==> config.mk <==
export PLATFORM = sky130hd
export DESIGN_NAME = systolic_feeder
export DESIGN_NICKNAME = d
export VERILOG_FILES = /design/src/rtl/systolic_pkg.sv /design/src/rtl/systolic_feeder_skew_line.sv /design/src/rtl/systolic_feeder.sv
export SDC_FILE = /design/constraint.sdc
export NUM_CORES = 1
export LEC_CHECK = 0
export CORE_AREA = 2 2 117 119
export CTS_BUF_LIST = sky130_fd_sc_hd__clkbuf_4
export CTS_CLUSTER_DIAMETER = 40
export DETAILED_ROUTE_END_ITERATION = 12
export DIE_AREA = 0 0 119 121
export PLACE_DENSITY = 0.77
export SLEW_MARGIN = 15
export SYNTH_ARGS = -nofsm -noshare
export SYNTH_HDL_FRONTEND = slang
export SYNTH_SLANG_ARGS = --single-unit
export TNS_END_PERCENT = 10
==> constraint.sdc <==
create_clock -name clk -period 1.5 [get_ports clk]
set_clock_uncertainty 0.2 [all_clocks]
set_input_delay 0.375 -clock clk [delete_from_list [all_inputs] [get_ports clk]]
set_output_delay 0.375 -clock clk [all_outputs]
set_load 0.05 [all_outputs]
==> run_1/registers.png <==
Other sequential cells in the stronger grey, the rest of the logic in the fainter grey.
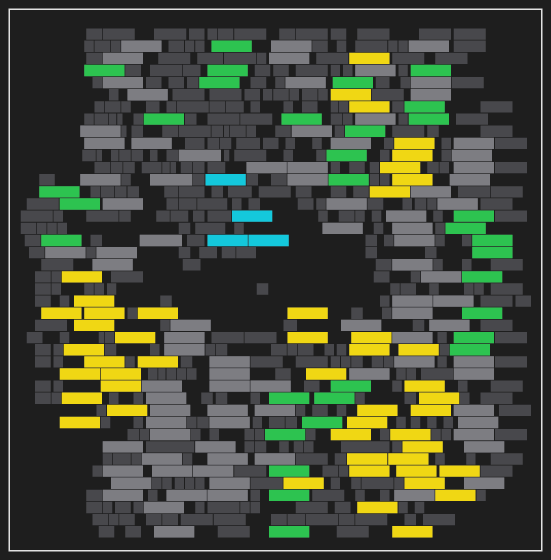
cyan -> beat_cnt  # placed flops 4, where centre
yellow -> g_lane.u_b.sr  # placed flops 48
green -> g_lane.u_a.q  # placed flops 32, where widely spread
not coloured = 87
final core occ: 65.3%
seq pwr: 6.21 mW

==> run_1/hierarchy.png <==
Other sequential cells in the stronger grey, the rest of the logic in the fainter grey.
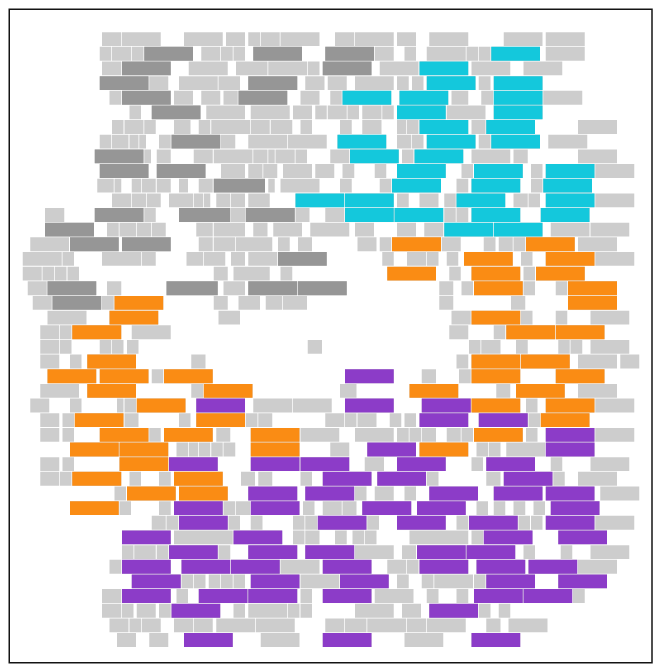
orange -> g_lane[2]  # placed flops 48
cyan -> g_lane[1]  # placed flops 32
purple -> g_lane[3]  # placed flops 64
Die Area: 0.0144 mm²
Finished Layout Cells: 751

==> run_1/cell_classes.png <==
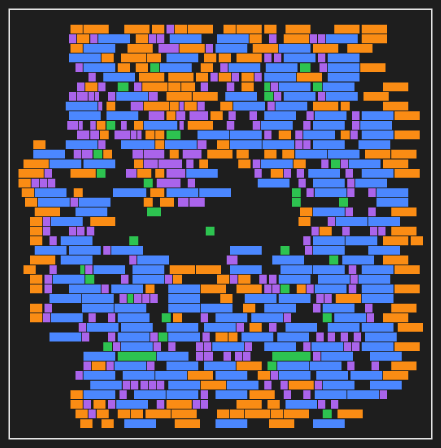
green -> clock drivers and dummy loads  # cells 32
blue -> flops  # cells 171
orange -> other buffers and delay cells  # cells 170
purple -> all other logic  # cells 201
row cnt: 42
Core ar.: 0.0131 mm²
sequential share of cell area: 50.2%
post-route cell area: 0.00854 mm²

==> run_1/final_congestion.png <==
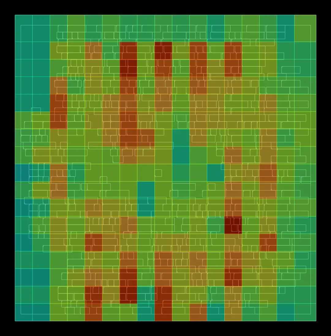
GRT met3 Usage: 4.18%
met2 usage: 28.2%
Top Usage Layer GRT: met2

==> flow_metrics.env <==
# yosys + openroad results
export IMPL_status="complete, but fails checks"
export IMPL_violations="setup timing"
export IMPL_tap_cells=176
export IMPL_synth_area_mm2=0.00605
export IMPL_drc=0
export IMPL_ff_latch_area_mm2=0.00428
export IMPL_pwr_density_cell_mw_per_mm2=1660
export IMPL_arrival_ns=1.60
export IMPL_antenna_found_initial=1
export IMPL_largest_area_cell="dfrtp_1"
export IMPL_first_iter_violations=161
export IMPL_seq_area_frac_synth_pct=70.7
export IMPL_logic_area_mm2=0.00135
export IMPL_period_minus_slack_ns=2.17
export IMPL_non_clock_buffer_count=170
export IMPL_nonClkBufAreaFrac_pct=27.9
export IMPL_dp_hpwl_um=7570
export IMPL_ys_warn_count=0
export IMPL_clk_latency_ns=0.54
export IMPL_synth_avg_cell_area_um2=13.8
export IMPL_hp_class="in2async"
export IMPL_period_used_pct=145
export IMPL_path_max_fanout=3
export IMPL_numCtsBuffers=17
export IMPL_worst_setup_path_end_kind="output pin"
export IMPL_fin_ws_ns=-0.672
export IMPL_async_reset_ff_share_pct=100
export IMPL_htreeDepth=4
export IMPL_finalWirelength_um=10400
export IMPL_yosys_area_mm2=0.00605
export IMPL_grt_pass1_vias=3417
export IMPL_cpMaxStageDelayCell="dfrtp_2"
export IMPL_routedWlPerCell_um=13.9
export IMPL_total_power_mw=14.2
export IMPL_clk_share_pct=3.36
export IMPL_cts_sinks=171
export IMPL_slowest_delay_ns=0.46
export IMPL_ys_flops=171
export IMPL_first_pass_iters=4
export IMPL_drive_above_1_share_pct=26.8
export IMPL_startpoint_type="register"
export IMPL_rsz0062_at_grt="yes"
export IMPL_num_vias=3280
export IMPL_cts_tree="done"
export IMPL_die_x_um=119
export IMPL_hold_violations=0
export IMPL_path_clk_slew_ns=0.13
export IMPL_r2r_setup_slack_ns=-0.29
export IMPL_topCellsByArea="dfrtp_1 71%, nor2b_1 10%, and2_1 6.7%"
export IMPL_fp_util_pct=46.2
export IMPL_clkbuf_count=19
export IMPL_syn_num_nets=507
export IMPL_relSlewSlack_pct=75.1
export IMPL_gp_congestion=0.746
export IMPL_place_area_mm2=0.00805
export IMPL_die_height_um=121
export IMPL_tool_warnings=29
export IMPL_ys_flop_type="dfrtp_1"
export IMPL_portBuffers=135
export IMPL_worst_slew_pin_slew_ns=0.373
export IMPL_rr_worst_depth=6
export IMPL_setup_viol=202
export IMPL_clk_path_buf_depth=2
export IMPL_cp_data_required_time_ns=0.92
export IMPL_ys_types=30
export IMPL_yosysTopAreaCellShare_pct=70.7
export IMPL_fillers=911
export IMPL_top_area_cell_class="registers"
export IMPL_cts_root_buf="clkbuf_4"
export IMPL_comb_area_share_pct=15.8
export IMPL_num_antenna_cells=1
export IMPL_flops=171
export IMPL_syn2layout_area_growth_pct=41.1
export IMPL_top_cells_by_count="171 x dfrtp_1, 98 x nor2b_1, 65 x and2_1"
export IMPL_cp_cell_sequence="nor3b_4 > clkinvlp_4 > buf_6"
export IMPL_viasPerCell=4.37
export IMPL_ir_worst_vdd_mv=1.02
export IMPL_inverters=4
export IMPL_nNetsFinal=630
export IMPL_syn_inst=438
export IMPL_ys_cells=438
export IMPL_power_leakage_nw=4.08
export IMPL_postRouteAntennaNets=0
export IMPL_logic_gate_count=197
export IMPL_grt_usage_pct=15.5
export IMPL_grt_pass1_wl_um=16600
export IMPL_edf_count=0
export IMPL_ios=136
export IMPL_slew_violations=0
export IMPL_most_common_cell="dfrtp_1"
export IMPL_fmax_mhz=460
export IMPL_grt_max_degree=40
export IMPL_overflow=0
export IMPL_cap_violations=0
export IMPL_path_class="reg2out"
run 1: through the flow:
step                      setup TNS, ns  setup slack (ns)  instances  util, %  hold WS (ns)
after floorplan                  -0.632            -0.206        438        -        -0.121
after global placement           -31.30            -0.398        705     61.5         0.101
after detailed placement         -36.71            -0.477        705     61.5         0.104
after CTS                        -34.59            -0.786        746     64.6        0.0418
after global routing             -39.94            -0.799        751     65.3        0.0792
final                            -26.09            -0.672        751     65.3         0.113
run 1: critical path: cells and delay by family, from the launching register on:
kind                   cells  cell delay (ns)
AND/OR/NAND/NOR            1             0.29
flip-flops                 1             0.46
buffers and inverters      2             0.31
run 1: cells by family after synthesis:
| family | synth area share [%] |
|---|---|
| compound gates | 0.910 |
| xor+xnor | 0.290 |
| fa+ha+maj | 0.207 |
| buf+inv | 8.21 |
| flops | 70.7 |
| mux | 0.682 |
| simple gates | 19.0 |
run 1: placed cells by master (no fill, tap or decap), types with 5 or more instances in the layout:
master	count
buf_12	73
clkdlybuf4s50_1	66
clkbuf_4	19
buf_6	7
and2_1	63
buf_4	23
nor2b_1	98
dfrtp_1	168
clkinvlp_4	5
run 1: per-layer routing:
metal	global-route usage, %	vias to the layer above	part of all wire, %	wire [µm]
met5	0	-	0	0
met4	9.08	0	2.9	304
met3	4.18	25	3.7	384
met2	28.2	73	58	6020
met1	15.9	1632	36	3700
li1	-	1550	-	-
run 1: what timing repair did:
action | CTS | global route
hold buffers | 1 | 0
endpoints found under the setup margin | 236 | 238
cloned | 0 | 0
pin swaps | 3 | 10
hold endpoints to repair | 171 | 0
resized | 14 | 14
setup buffers | 8 | 4
run 1: report_power, final:
group	switching, mW	total [mW]	leakage, nW	internal (mW)
clock	1.51	2.55	0.146	1.04
combinational	2.62	5.41	1.68	2.79
sequential	0.586	6.21	2.25	5.63
total	4.72	14.2	4.08	9.46
No activity file was given, so power comes from the tool's default toggle rates.
